registers.png
(3 px per µm)
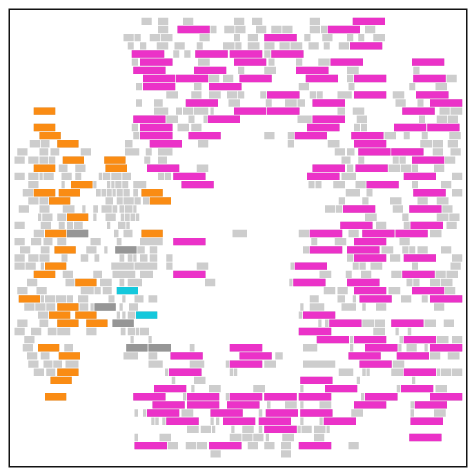
density.png
(2 px per µm) The die is cut into 15 by 15 equal tiles; white is low, dark blue is high, 0 to 100% covered.
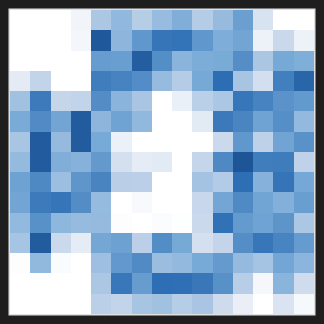
metal_stack.png
(3 px per µm)
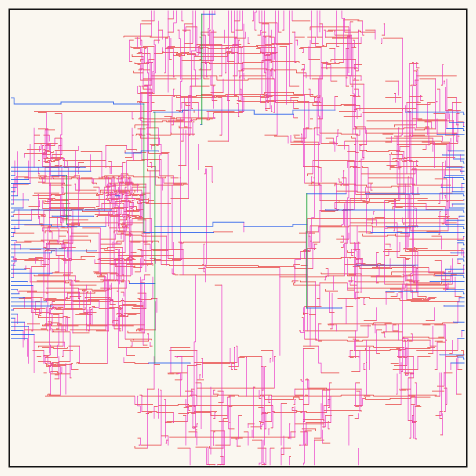
met4.png
(4 px per µm) Supply wires on this layer in gray.
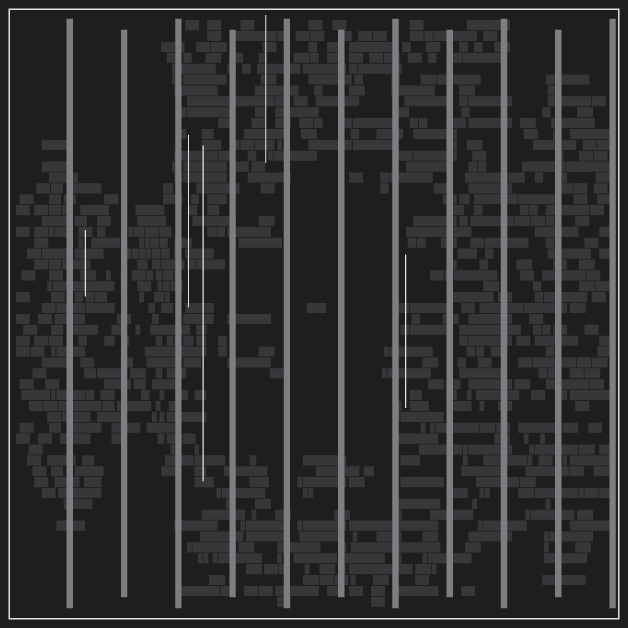
final_clocks.png
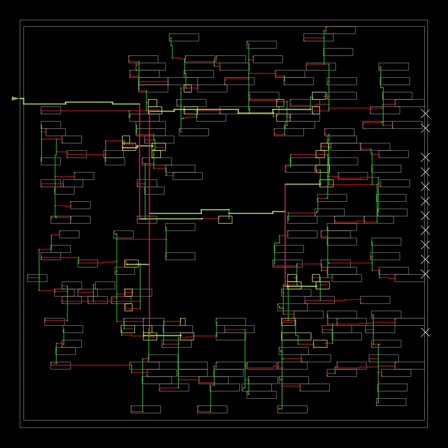
==> config.mk <==
export PLATFORM = sky130hd
export DESIGN_NAME = fetch_unit
export DESIGN_NICKNAME = d
export VERILOG_FILES = /design/src/rtl/fetch_unit_pkg.sv /design/src/rtl/fetch_fifo.sv /design/src/rtl/fetch_unit.sv
export SDC_FILE = /design/constraint.sdc
export NUM_CORES = 1
export LEC_CHECK = 0
export CAP_MARGIN = 10
export CORE_UTILIZATION = 30
export CTS_BUF_LIST = sky130_fd_sc_hd__clkbuf_4 sky130_fd_sc_hd__clkbuf_8
export CTS_CLUSTER_DIAMETER = 50
export DETAILED_ROUTE_END_ITERATION = 10
export SYNTH_ARGS = -nofsm -noshare
export SYNTH_HDL_FRONTEND = slang
export SYNTH_SLANG_ARGS = --single-unit
==> constraint.sdc <==
create_clock -name clk -period 11.6 [get_ports clk]
set_input_delay 3.48 -clock clk [delete_from_list [all_inputs] [get_ports clk]]
set_output_delay 3.48 -clock clk [all_outputs]
set_load 0.02 [all_outputs]
==> src/rtl/fetch_unit_pkg.sv <==
// Shared definitions for the instruction fetch path.
// Contents:
//   InstructionSize   - width of one instruction word in bits
//   FetchDepthDefault - default number of prefetch buffer entries
//   buf_state_e       - prefetch buffer occupancy state
//   pc_is_legal()     - word-aligned and inside instruction memory
package rv32i_defs;

    localparam int InstructionSize   = 32;
    localparam int FetchDepthDefault = 2;

    typedef enum logic [1:0] {
        BUF_EMPTY   = 2'd0,
        BUF_PARTIAL = 2'd1,
        BUF_FULL    = 2'd2
    } buf_state_e;

    // last_pc is the byte address of the final word in instruction memory
    function automatic logic pc_is_legal(input logic [31:0] pc, input logic [31:0] last_pc);
        return (pc[1:0] == 2'b00) && (pc <= last_pc);
    endfunction

endpackage

==> src/rtl/fetch_fifo.sv <==
// Prefetch buffer: a small FIFO of {pc, instruction} entries.
// Ports:
//   clk, rst      - clock, synchronous active-high reset (clears contents to zero)
//   flush         - discard all entries (pointers and occupancy only)
//   push, din     - write an entry; accepted when not full or when popping
//   pop           - remove the head entry; ignored when empty
//   dout          - head entry, taken straight from the storage registers
//   full, empty   - occupancy flags, decoded from the registered state
module fetch_fifo
    import rv32i_defs::*;
#(
    parameter int WIDTH = 64,
    parameter int DEPTH = FetchDepthDefault
) (
    input  logic             clk,
    input  logic             rst,
    input  logic             flush,
    input  logic             push,
    input  logic             pop,
    input  logic [WIDTH-1:0] din,
    output logic [WIDTH-1:0] dout,
    output logic             full,
    output logic             empty
);

    localparam int PW = $clog2(DEPTH);
    localparam int CW = $clog2(DEPTH + 1);

    logic [WIDTH-1:0] mem_r [DEPTH];
    logic [PW-1:0]    wr_ptr_r;
    logic [PW-1:0]    rd_ptr_r;
    logic [CW-1:0]    count_r;
    logic [CW-1:0]    count_nxt_s;
    logic             push_s;
    logic             pop_s;
    buf_state_e       state_r;
    buf_state_e       state_nxt_s;

    // Accepted push/pop, next occupancy and the state it maps to
    always_comb begin
        push_s      = 1'b0;
        pop_s       = 1'b0;
        count_nxt_s = count_r;
        state_nxt_s = state_r;
        if (flush) begin
            count_nxt_s = {CW{1'b0}};
        end else begin
            pop_s  = pop && (state_r != BUF_EMPTY);
            // A pop frees the head slot this cycle, so a full buffer can still accept
            push_s = push && ((state_r != BUF_FULL) || pop_s);
            case ({push_s, pop_s})
                2'b10:   count_nxt_s = count_r + CW'(1);
                2'b01:   count_nxt_s = count_r - CW'(1);
                default: count_nxt_s = count_r;
            endcase
        end
        if (count_nxt_s == {CW{1'b0}}) begin
            state_nxt_s = BUF_EMPTY;
        end else if (count_nxt_s == CW'(DEPTH)) begin
            state_nxt_s = BUF_FULL;
        end else begin
            state_nxt_s = BUF_PARTIAL;
        end
    end

    // Buffer state register
    always_ff @(posedge clk) begin
        if (rst) begin
            state_r <= BUF_EMPTY;
        end else begin
            state_r <= state_nxt_s;
        end
    end

    // Storage, pointers and occupancy; pointers wrap naturally since DEPTH is a power of two
    always_ff @(posedge clk) begin
        if (rst) begin
            wr_ptr_r <= {PW{1'b0}};
            rd_ptr_r <= {PW{1'b0}};
            count_r  <= {CW{1'b0}};
            for (int i = 0; i < DEPTH; i++) begin
                mem_r[i] <= {WIDTH{1'b0}};
            end
        end else if (flush) begin
            wr_ptr_r <= {PW{1'b0}};
            rd_ptr_r <= {PW{1'b0}};
            count_r  <= {CW{1'b0}};
        end else begin
            if (push_s) begin
                mem_r[wr_ptr_r] <= din;
                wr_ptr_r        <= wr_ptr_r + PW'(1);
            end
            if (pop_s) begin
                rd_ptr_r <= rd_ptr_r + PW'(1);
            end
            count_r <= count_nxt_s;
        end
    end

    assign dout  = mem_r[rd_ptr_r];
    assign full  = (state_r == BUF_FULL);
    assign empty = (state_r == BUF_EMPTY);

endmodule

==> src/rtl/fetch_unit.sv <==
// Instruction fetch unit: sequential PC generation, prefetch buffer and fault latch.
// Ports:
//   clk, rst                    - clock, synchronous active-high reset
//   redirect_valid, redirect_pc - flush the buffer and restart fetch at redirect_pc
//   imem_addr, imem_instr       - combinational-read instruction memory port
//   out_valid, out_ready        - valid/ready handshake towards the decoder
//   out_instr, out_pc           - head-of-buffer instruction and its byte address
//   fetch_fault                 - fetch stopped on a misaligned or out-of-range PC
module fetch_unit
    import rv32i_defs::*;
#(
    parameter int          N_INSTR  = 32,
    parameter logic [31:0] RESET_PC = 32'h0000_0000,
    parameter int          DEPTH    = FetchDepthDefault
) (
    input  logic                                clk,
    input  logic                                rst,
    input  logic                                redirect_valid,
    input  logic [31:0]                         redirect_pc,
    output logic [$clog2(N_INSTR*4)-1:0]        imem_addr,
    input  logic [InstructionSize-1:0]          imem_instr,
    output logic                                out_valid,
    input  logic                                out_ready,
    output logic [InstructionSize-1:0]          out_instr,
    output logic [31:0]                         out_pc,
    output logic                                fetch_fault
);

    localparam int          AW      = $clog2(N_INSTR * 4);
    localparam int          EW      = 32 + InstructionSize;
    localparam logic [31:0] LAST_PC = 32'(N_INSTR * 4 - 4);

    logic [31:0]  fetch_pc_r;
    logic [31:0]  fetch_pc_nxt_s;
    logic         fault_r;
    logic         fault_nxt_s;
    logic         pc_legal_s;
    logic         fetch_s;
    logic         pop_s;
    logic         full_s;
    logic         empty_s;
    logic [EW-1:0] head_s;

    // Fetch/pop decisions and next PC/fault; redirect overrides everything but reset
    always_comb begin
        pc_legal_s     = pc_is_legal(fetch_pc_r, LAST_PC);
        out_valid      = !empty_s && !redirect_valid;
        pop_s          = out_valid && out_ready;
        fetch_s        = 1'b0;
        fetch_pc_nxt_s = fetch_pc_r;
        fault_nxt_s    = fault_r;
        if (redirect_valid) begin
            fetch_pc_nxt_s = redirect_pc;
            fault_nxt_s    = 1'b0;
        end else if (fault_r) begin
            fault_nxt_s = 1'b1;
        end else if (!pc_legal_s) begin
            fault_nxt_s = 1'b1;
        end else begin
            fetch_s = !full_s || pop_s;
            if (fetch_s) begin
                fetch_pc_nxt_s = fetch_pc_r + 32'd4;
            end else begin
                fetch_pc_nxt_s = fetch_pc_r;
            end
        end
    end

    // PC and fault registers
    always_ff @(posedge clk) begin
        if (rst) begin
            fetch_pc_r <= RESET_PC;
            fault_r    <= 1'b0;
        end else begin
            fetch_pc_r <= fetch_pc_nxt_s;
            fault_r    <= fault_nxt_s;
        end
    end

    fetch_fifo #(
        .WIDTH (EW),
        .DEPTH (DEPTH)
    ) u_fifo (
        .clk   (clk),
        .rst   (rst),
        .flush (redirect_valid),
        .push  (fetch_s),
        .pop   (pop_s),
        .din   ({fetch_pc_r, imem_instr}),
        .dout  (head_s),
        .full  (full_s),
        .empty (empty_s)
    );

    assign imem_addr   = fetch_pc_r[AW-1:0];
    assign out_pc      = head_s[EW-1:InstructionSize];
    assign out_instr   = head_s[InstructionSize-1:0];
    assign fetch_fault = fault_r;

endmodule
==> run_results.csv <==
group,metric,value,unit
outcome,failing_checks,"DRC",
layout,stdcell_area,9020,µm²
die,pin_count,141,
detailed_routing,vias,4073,
detailed_routing,route.antenna.remaining_nets,0,
placed_design,port_buffers,140,
timing,finalSetupTns,0,ns
setup_path,element_type_at_the_critical_path_end,"primary output",
power_and_ir_drop,power.switching,286,µW
detailed_routing,wire_per_inst,15.0,µm
clock_network,cts_tree,"built",
timing,setup_viol_count_final,0,
layout,layout_top_cell,"sky130_fd_sc_hd__clkdlybuf4s50_1",
hold_path,hp-class,"register to register",
layout,layout-drive-gt1-share,0.173,
clock_network,postCtsSetupRepairBufs,0,
global_route,grt_pass1_wl,22000,µm
clock_network,clockRootBuffer,"sky130_fd_sc_hd__clkbuf_8",
detailed_routing,drt-initial-drc-count,220,
power_and_ir_drop,post_route_total_power,1190,µW
outcome,run_status,"finished with violations",
timing,rsz0062_at_grt,"false",
detailed_routing,drt_drc_violations_left,24,
die,die_h,152,µm
global_route,global_route.usage.total,0.124,
logic_synthesis,yosys-stat-cells,448,
timing,clock.fmax,111,MHz
setup_path,worst-endpoint-arrival,5.49,ns
detailed_routing,drt_pass1_iterations,7,
global_route,antenna_found_initial,0,
placed_design,place_area,8640,µm²
Notes on registers.png above:
Key: cyan = `u_fifo.count_r` [sequential cells 2]; orange = `fetch_pc_r` [sequential cells 32]; magenta = `u_fifo.mem_r` [sequential cells 128]
Another 6 sequential cells are not colored.

Notes on density.png above:
The emptiest ninth of the die: center. The fullest tile reaches 85%. 18% of the tiles are nearly empty. 4.9% of the tiles are over 75% full. The mean over all tiles is 38%.

Notes on metal_stack.png above:
Key: magenta = met2 [wire length 6650 µm]; red = met1 [wire length 6070 µm]; blue = met3 [wire length 964 µm]; green = met4 [wire length 218 µm]

Notes on met4.png above:
The layer holds 1.6% of the routed length. The layer carries 218 µm of wire. The wires run mostly vertical. The longest straight run is 83.6 µm. 4 nets have wire on it.

Notes on final_clocks.png above:
post-route clock skew: 0.0148 ns
power in the clock group: 398 µW
clk_lat worst skew: 0.45 ns
clk sinks: 168
clock buffer count from CTS: 17

-- stage by stage --
stage / hold slack [ns] / worst slack [ns]
floorplan: 0.450 / 2.29
global placement: 0.463 / 2.65
detailed placement: 0.468 / 2.64
CTS: 0.495 / 2.63
global route: 0.510 / 2.53
finish: 0.491 / 2.63
-- worst paths after layout --
| path | depth (start not counted) | endpoint | slack [ns] | startpoint |
|---|---|---|---|---|
| setup / recovery | 3 | out_valid | 2.63 | redirect_valid |
| hold / removal | 1 | fetch_pc_r[9]$_SDFFE_PP0P_ | 0.49 | fetch_pc_r[9]$_SDFFE_PP0P_ |
| setup reg to reg | 5 | u_fifo.mem_r[1][7]$_SDFFCE_PN0P_ | 8.85 | fetch_pc_r[10]$_SDFFE_PP0P_ |
| hold reg to reg | 1 | fetch_pc_r[9]$_SDFFE_PP0P_ | 0.49 | fetch_pc_r[9]$_SDFFE_PP0P_ |
-- power by group through the flow --
stage	clock network, µW	logic (µW)	registers (µW)
after global placement	0	109	699
after floorplan	0	54.4	700
after detailed placement	0	110	701
after global routing	440	118	690
after CTS	414	111	687
final	398	110	686
-- routing by layer --
metal  vias to the layer above  global-route usage  part of all wire
met3                        14              0.0442             0.069
met4                         0              0.0466             0.016
met1                      1969               0.145              0.44
met5                         -                   0                 0
li1                       1973                   -                 -
met2                       117               0.210              0.48
-- layout make-up --
type,instances,area (µm²),share of cell area
Clock buffer,19,249,0.0276
Clock inverter,13,124,0.0137
Inverter,4,15.0,0.00166
Multi-Input combinational cell,298,2180,0.242
Sequential cell,168,4650,0.515
Tap cell,280,350,0.0388
Timing Repair Buffer,147,1460,0.162
-- cell families after synthesis --
| group | after synthesis |
|---|---|
| xor gates and xnor gates | 4 |
| muxes | 70 |
| DFF | 168 |
| other | 1 |
| and+or+nand+nor | 126 |
| buffers and inverters | 35 |
| AOI/OAI and AO/OA | 42 |
| adders and majority gates | 2 |
-- critical path: stages --
cell,delay [ns]
sky130_fd_sc_hd__clkdlybuf4s50_1,0.92
sky130_fd_sc_hd__o21ba_2,0.49
sky130_fd_sc_hd__clkdlybuf4s50_1,0.61
-- sequential cells by signal, summed over array words and instances (netlist names), named ones only --
name and cells:
u_fifo.count_r 2, fetch_pc_r 32, fetch_fault 1, u_fifo.mem_r 128, u_fifo.wr_ptr_r 1, u_fifo.rd_ptr_r 1
u_fifo.state_r 2
Power is estimated from default activity; no workload was simulated.
